## config.mk

```make
export PLATFORM = sky130hd
export DESIGN_NAME = rr_arbiter
export DESIGN_NICKNAME = d
export VERILOG_FILES = /design/src/rtl/rr_arbiter.sv
export SDC_FILE = /design/constraint.sdc
export NUM_CORES = 1
export LEC_CHECK = 0
export ABC_CLOCK_PERIOD_IN_PS = 2300
export CAP_MARGIN = 20
export CORE_MARGIN = 4
export CORE_UTILIZATION = 50
export CTS_BUF_LIST = sky130_fd_sc_hd__clkbuf_8
export CTS_CLUSTER_SIZE = 12
export DETAILED_ROUTE_END_ITERATION = 8
export PLACE_DENSITY = 0.76
export REMOVE_ABC_BUFFERS = 1
export SLEW_MARGIN = 20
export SYNTH_ARGS = -nofsm -noshare
export SYNTH_HDL_FRONTEND = slang
export SYNTH_SLANG_ARGS = --single-unit
```

## constraint.sdc

```tcl
create_clock -name clk -period 2.3 [get_ports clk]
set_input_delay 0.23 -clock clk [delete_from_list [all_inputs] [get_ports clk]]
set_output_delay 0.23 -clock clk [all_outputs]
set_load 0.1 [all_outputs]
```

## src/rtl/rr_arbiter.sv

```systemverilog
// Four-requester round-robin arbiter with registered one-hot grant, hold limit and
// a one-cycle timeout pulse when a grant is revoked by the hold limit.
module rr_arbiter #(
  parameter int unsigned MAX_HOLD = 8,
  parameter int unsigned HOLD_W   = 4
) (
  input  logic       clk,
  input  logic       rst,
  input  logic [3:0] req,
  input  logic       done,
  output logic [3:0] gnt,
  output logic [1:0] gnt_id,
  output logic       busy,
  output logic       timeout
);

  typedef enum logic [0:0] {StIdle, StGrant} state_e;

  state_e            state_q;
  logic [3:0]        gnt_q;
  logic [1:0]        gnt_id_q;
  logic              busy_q;
  logic              timeout_q;
  logic [1:0]        ptr_q;
  logic [HOLD_W-1:0] cnt_q;

  logic [1:0] win_idx;
  logic       win_found;
  logic       owner_req;
  logic       hold_limit;
  logic       release_now;

  // Cyclic search upward from ptr_q; the first set request wins.
  always_comb begin
    win_idx   = 2'd0;
    win_found = 1'b0;
    for (int i = 3; i >= 0; i--) begin
      if (req[ptr_q + 2'(i)]) begin
        win_idx   = ptr_q + 2'(i);
        win_found = 1'b1;
      end
    end
  end

  always_comb begin
    owner_req   = req[gnt_id_q];
    hold_limit  = (cnt_q == HOLD_W'(MAX_HOLD - 1));
    release_now = done || !owner_req || hold_limit;
  end

  always_ff @(posedge clk) begin
    if (!rst) begin
      state_q   <= StIdle;
      gnt_q     <= 4'b0000;
      gnt_id_q  <= 2'd0;
      busy_q    <= 1'b0;
      timeout_q <= 1'b0;
      ptr_q     <= 2'd0;
      cnt_q     <= '0;
    end else begin
      unique case (state_q)
        StIdle: begin
          timeout_q <= 1'b0;
          if (win_found) begin
            gnt_q    <= 4'b0001 << win_idx;
            gnt_id_q <= win_idx;
            busy_q   <= 1'b1;
            cnt_q    <= '0;
            state_q  <= StGrant;
          end
        end
        StGrant: begin
          if (release_now) begin
            gnt_q     <= 4'b0000;
            gnt_id_q  <= 2'd0;
            busy_q    <= 1'b0;
            ptr_q     <= gnt_id_q + 2'd1;
            // Only a revoke caused purely by the hold limit is reported.
            timeout_q <= !done && owner_req;
            state_q   <= StIdle;
          end else begin
            cnt_q <= cnt_q + 1'b1;
          end
        end
        default: state_q <= StIdle;
      endcase
    end
  end

  assign gnt     = gnt_q;
  assign gnt_id  = gnt_id_q;
  assign busy    = busy_q;
  assign timeout = timeout_q;

endmodule

```

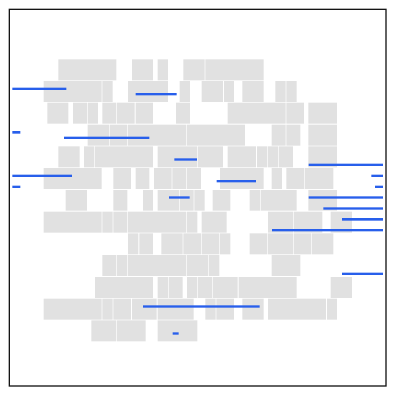
(run_1/m3.png)
Scale: 8 px per um. Cells faint in the background.
nets with wire on the layer: 16
longest straight run: 14.3 um
wire length on this layer: 104 um
share of all routed wire: 6.5%
main direction: horizontal

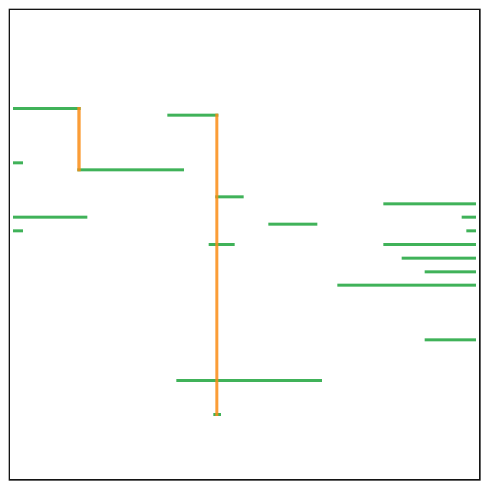
(run_1/layers.png)
Scale: 10 px per um. Two of the layers only.
[green] M3 | wire length: 104 um
[orange] M4 | wire length: 36.0 um

==> GITHUB_STEP_SUMMARY, run 1 <==
## PnR job results

| Metric | Value |
|---|---|
| Core Density at Floorplan | `0.554` |
| Synth cell count leaders | `dfxtp_1 (15), nand2_1 (10), a21oi_1 (7), nor2_1 (7), inv_1 (6)` |
| Reg-to-Reg End | `ptr_q[0]` |
| FILL cells | `106` |
| Largest net degree at the start of global routing | `11` |
| Switch Pwr | `250 uW` |
| Top delay family on crit path | `AND-OR/OR-AND gates` |
| Die area | `2200 um2` |
| Remaining DRCs | `0` |
| Met2 Routed Length | `682 um` |
| Cts hold-fix bufs | `0` |
| Crit-path slowest cell | `clkdlybuf4s50_1` |
| Cell Type Count | `34` |
| Met3 WL | `104 um` |
| Worst r2r path cells | `5` |
| Clock buffers | `3` |
| Initial DRC Count | `19` |
| Clock buffers and inverters, area share | `0.0486` |
| Post-synthesis sequential area ratio | `0.397` |
| Final WL | `1610 um` |
| GRT Residual Overflow | `0` |
| Die width | `46.9 um` |
| Tcrit/Tclk final | `0.735` |
| Worst endpoint data arrival time | `between 1.5 and 2 ns` |
| Slew headroom | `0.731` |
| Worst-path cell chain | `clkdlybuf4s50_1 > inv_1 > a2111oi_2 > o21ai_1 > or2_1 > a21oi_1` |
| Crit path depth | `6` |
| Sw frac | `0.355` |
| Post-cts resize count | `0` |
| TNS Setup | `0 ns` |
| Number of enable flip-flop cells | `0` |
| Worst skew pair latency | `around 0.25 ns` |
| P_comb | `roughly 210 uW` |
| Setup bufs post-CTS | `0` |
| Power Internal | `455 uW` |
| Max Slew Vio Count | `0` |
| DP Cell Count | `118` |
| Antenna violations before repair | `0` |
| Top-count cell post-synth | `dfxtp_1` |
| Pwr/cell area | `762 nW/um2` |
| Comb gates | `67` |
| Clk_skew | `about 0.00089 ns` |
| Synth area leader | `dfxtp_1` |
| Comb/total area | `0.449` |
| Flop area | `300 um2` |
| Tightest Hold Check Type | `reg2reg` |
| Max_cap viols | `0` |
| Pin slew with the least headroom to its limit | `about 0.40 ns` |
| Met1 Wirelength | `790 um` |
| Area of the mapped netlist | `757 um2` |
| Cells after Synth | `just over 90` |
| Leakage | `0.000340 uW` |
| Layout Utilization | `0.678` |
| Req. time, crit path | `2.47 ns` |
| Vias post-DR | `702` |
| Seq. pwr | `295 uW` |
| Wire per inst | `13.2 um` |
| Clock share of power | `0.291` |
| Startpoint types | `input pin` |
| Placement Cell Area | `881 um2` |
| Gate Area | `slightly above 400 um2` |
| VDD IR max | `0.000451 V` |
| Setup Viol. Count Final | `0` |
| CTS Buf Count | `3` |
| Tapcells | `15` |
| I/O Pins | `15` |
| Flip-flops | `15` |
| IO buf count | `14` |
| Main flop type | `dfxtp_1` |
| Sequential power share | `0.419` |
| Max clock buf depth | `2` |
| Drt via density | `roughly 5.8` |
| Mapped Avg Cell Area | `between 8 and 9 um2` |
| Synthesis area per yosys | `between 700 and 800 um2` |
| Crit path largest cell delay | `0.60 ns` |
| Worst Hold End | `gnt[1]` |
| Num rows | `13` |
| CP startpoint | `req[1]` |
| Vias in the first global route | `around 640` |
| Power Total | `705 uW` |
| Top sig layer | `met4` |
| Met2 Resource Use GR | `0.266` |
| RSZ-0062 raised after global routing | `false` |
| Drt first pass iters | `4` |
| Ant. Diodes | `0` |
| Yosys warning tally | `0` |
| # Cells Yosys | `92` |
| M3 GR Usage | `0.0421` |
| Outcome | `finished, final reports clean` |
| Comb area leader | `AND-OR/OR-AND gates` |
| Worst reg2reg startpoint | `gnt_id[0]` |
| Buffers, non-clock | `14` |
| Inverters | `7` |
| Minimum clock period after layout | `1.69 ns` |
| Max power group | `sequential cells` |
| Design Area, Final | `926 um2` |
| Place WS | `between 0.3 and 0.4 ns` |
| Vert. Die Dim | `46.9 um` |
| CTS tree | `yes` |
| Core area | `1370 um2` |
| Clk root buf | `clkbuf_8` |
| Tool warnings | `25` |
| Aoi share | `0.253` |
| Post-DP HPWL | `around 1200 um` |
| Xor/xnor share of the synthesized area | `0.0231` |
| Signal buf overhead | `0.130` |
| Sink Count | `15` |
| Combinational Power Share | `0.290` |
| Ys async rst share | `0` |
| GR Layer Usage met1 | `0.241` |
| Critical path class | `in2reg` |
| Top cells by area, synth | `dfxtp_1 (40%), nand2_1 (5.0%), a21oi_1 (4.6%), nor2_1 (3.5%), nand2b_1 (3.3%)` |
| Gp weighted congestion | `0.801` |
| FF-to-FF setup slack | `0.72 ns` |
| Register bit count reported by yosys | `15` |
| Non-Filler Instances | `122` |
| HP Start | `gnt[1]` |
| Clock Power | `206 uW` |
| First-pass GRT wire length | `between 2000 and 3000 um` |
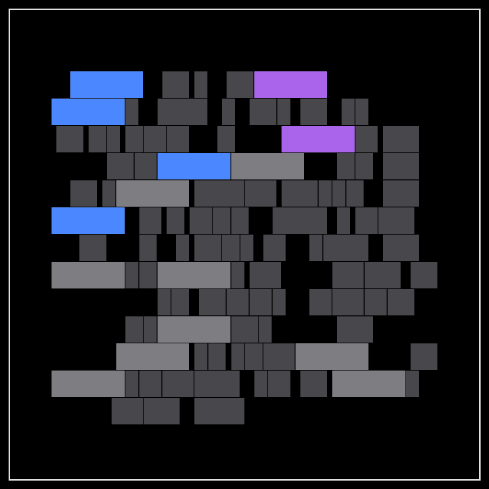
(run_1/ff_map.png)
Scale: 10 px per um.
[blue] gnt | sequential cells: 4 | where: upper left
[purple] ptr_q | sequential cells: 2

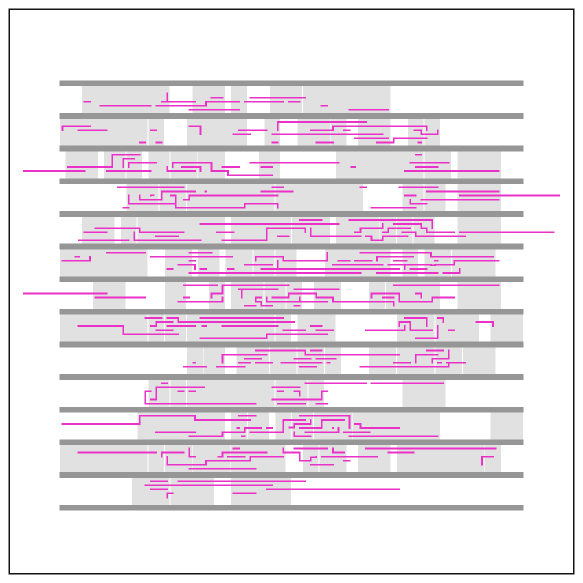
(run_1/m1.png)
Scale: 12 px per um. Supply wires on this layer in grey. Cells faint in the background.
share of all routed wire: 49%
nets with wire on the layer: 106

--- run 2 (diff from run 1) ---
--- a/config.mk
+++ b/config.mk
@@ -5,7 +5,7 @@
 export SDC_FILE = /design/constraint.sdc
 export NUM_CORES = 1
 export LEC_CHECK = 0
-export ABC_CLOCK_PERIOD_IN_PS = 2300
+export ABC_CLOCK_PERIOD_IN_PS = 1700
 export CAP_MARGIN = 20
 export CORE_MARGIN = 4
 export CORE_UTILIZATION = 50
==> constraint.sdc (replaced) <==
create_clock -name clk -period 1.7 [get_ports clk]
set_input_delay 0.17 -clock clk [delete_from_list [all_inputs] [get_ports clk]]
set_output_delay 0.17 -clock clk [all_outputs]
set_load 0.1 [all_outputs]
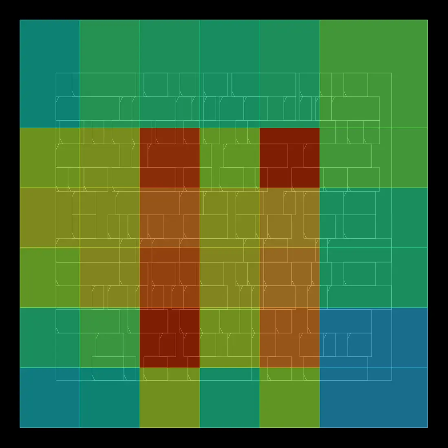
(run_2/congestion_map.png)
wire per inst: 14.1 um
GR Util All Layers: 0.203
met2 Resource Use GR: 0.301
Top Usage Layer GRT: met2

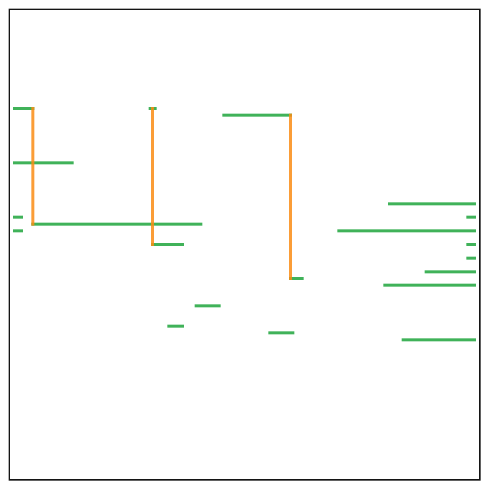
(run_2/layers.png)
Scale: 10 px per um. Two of the layers only.
[orange] M4 | wire length: 41.5 um
[green] M3 | wire length: 87.9 um

==> run 2 against run 1 <==
Compared with the run above: register-to-register slack worse by 0.58 ns; critical path depth is 1 lower; combinational power is 61% higher; final cell count is 9.0% higher; non-clock buffer count is 11 higher; critical endpoint is now cnt_q[3]; largest power group unchanged.
==> GITHUB_STEP_SUMMARY, run 2 <==
## PnR job results

| Metric | Value |
|---|---|
| Outcome | `finished, final reports clean` |
| CP startpoint | `req[0]` |
| Post-DP HPWL | `1350 um` |
| Clock buffers and inverters, area share | `0.0435` |
| Yosys warning tally | `0` |
| Seq. pwr | `400 uW` |
| Design Area, Final | `1060 um2` |
| FF-to-FF setup slack | `0.14 ns` |
| Antenna violations before repair | `0` |
| Tightest Hold Check Type | `reg2reg` |
| Worst skew pair latency | `0.25 ns` |
| Remaining DRCs | `0` |
| Buffers, non-clock | `25` |
| Top-count cell post-synth | `dfxtp_1` |
| Gate Area | `443 um2` |
| Minimum clock period after layout | `roughly 1.6 ns` |
| Core Density at Floorplan | `0.554` |
| Top sig layer | `met4` |
| IO buf count | `14` |
| Worst r2r path cells | `4` |
| Worst reg2reg startpoint | `gnt_id[0]` |
| Initial DRC Count | `20` |
| Post-synthesis sequential area ratio | `0.397` |
| Flip-flops | `15` |
| Inverters | `7` |
| First-pass GRT wire length | `3180 um` |
| Cts hold-fix bufs | `0` |
| Largest net degree at the start of global routing | `10` |
| Pin slew with the least headroom to its limit | `0.312 ns` |
| Synthesis area per yosys | `757 um2` |
| Max power group | `sequential cells` |
| Gp weighted congestion | `0.750` |
| Drt first pass iters | `4` |
| Clock Power | `287 uW` |
| Met1 Wirelength | `931 um` |
| Met2 Routed Length | `between 800 and 900 um` |
| I/O Pins | `15` |
| Signal buf overhead | `0.216` |
| Drt via density | `5.65` |
| Max clock buf depth | `2` |
| Placement Cell Area | `988 um2` |
| Setup Viol. Count Final | `0` |
| Adder-Cell Fraction of Synth Area | `0.0165` |
| Register bit count reported by yosys | `15` |
| Top cells by area, synth | `dfxtp_1 (40%), nand2_1 (5.0%), a21oi_1 (4.6%), nor2_1 (3.5%), nand2b_1 (3.3%)` |
| Met3 WL | `87 um` |
| Clk root buf | `clkbuf_8` |
| Post-cts resize count | `0` |
| Clk_skew | `roughly 0.0021 ns` |
| P_comb | `331 uW` |
| Ant. Diodes | `0` |
| Non-Filler Instances | `~130` |
| Critical path class | `in2reg` |
| Comb area leader | `AND-OR/OR-AND gates` |
| Top class by area | `logic gates` |
| Xor/xnor share of the synthesized area | `0.0231` |
| Power Total | `1020 uW` |
| Ys async rst share | `0` |
| Aoi share | `0.253` |
| Clock share of power | `0.282` |
| Worst Hold End | `timeout` |
| Reg-to-Reg End | `cnt_q[3]` |
| Slew headroom | `0.792` |
| Tapcells | `15` |
| Mapped Avg Cell Area | `8.23 um2` |
| Max Slew Vio Count | `0` |
| Cells after Synth | `slightly above 90` |
| Startpoint types | `input pin` |
| GRT Residual Overflow | `0` |
| HP Start | `timeout` |
| Req. time, crit path | `1.88 ns` |
| Max_cap viols | `0` |
| Crit path largest cell delay | `0.62 ns` |
| DP Cell Count | `129` |
| CTS Buf Count | `3` |
| Number of enable flip-flop cells | `0` |
| Tcrit/Tclk final | `0.954` |
| Cell Type Count | `34` |
| Worst-path cell chain | `clkdlybuf4s50_1 > mux2i_1 > o22a_1 > or4_1 > a21oi_1` |
| Sink Count | `15` |
| Final hold slack | `0.449 ns` |
| Layout cell share with drive strength beyond 1 | `0.229` |
| GR Layer Usage met1 | `0.279` |
| Sequential power share | `0.393` |
| Setup bufs post-CTS | `0` |
| VDD IR max | `0.000671 V` |
| Core area | `1370 um2` |
| M3 GR Usage | `0.0498` |
| Layout Utilization | `0.779` |
| # Cells Yosys | `roughly 92` |
| Area of the mapped netlist | `757 um2` |
| Vias post-DR | `~750` |
| Power Internal | `655 uW` |
| Die area | `2200 um2` |
| Die width | `between 40 and 50 um` |
| Vias in the first global route | `750` |
| Synth cell count leaders | `dfxtp_1 (15), nand2_1 (10), a21oi_1 (7), nor2_1 (7), inv_1 (6)` |
| Top delay family on crit path | `buffers and inverters` |
| Pwr/cell area | `between 900 and 1000 nW/um2` |
| Num rows | `13` |
| TNS Setup | `0 ns` |
| Final WL | `1880 um` |
| CTS tree | `yes` |
| Comb/total area | `0.416` |
| Comb gates | `67` |
| Tool warnings | `25` |
| Worst endpoint data arrival time | `1.80 ns` |
| Clock buffers | `3` |
| Combinational Power Share | `0.325` |
| Flop area | `300 um2` |
| Crit path depth | `5` |
| FILL cells | `111` |
| Crit-path slowest cell | `clkdlybuf4s50_1` |
| Synth area leader | `dfxtp_1` |
| Switch Pwr | `362 uW` |
| Bufs and invs on worst path | `1` |
| Sw frac | `0.356` |
| Main flop type | `dfxtp_1` |
| Vert. Die Dim | `46.9 um` |
| Place WS | `-0.197 ns` |
| Leakage | `0.000412 uW` |
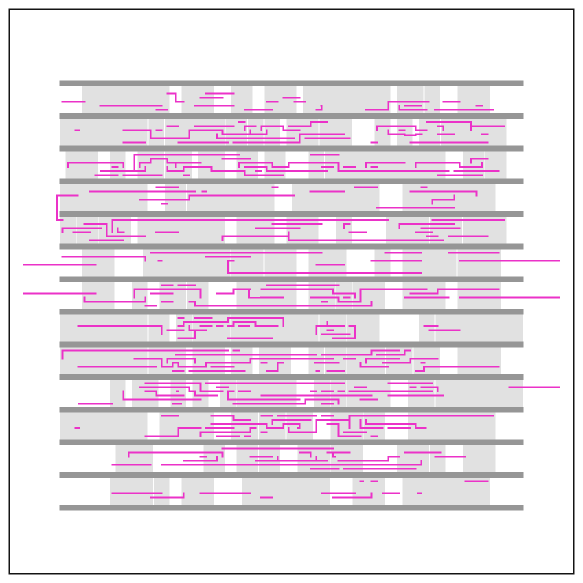
(run_2/m1.png)
Scale: 12 px per um. Supply wires on this layer in grey. Cells faint in the background.
nets with wire on the layer: 115
wire length on this layer: 931 um
longest straight run: 23.0 um
main direction: horizontal

Power figures rest on the tool's default switching activity, not on a simulated workload.
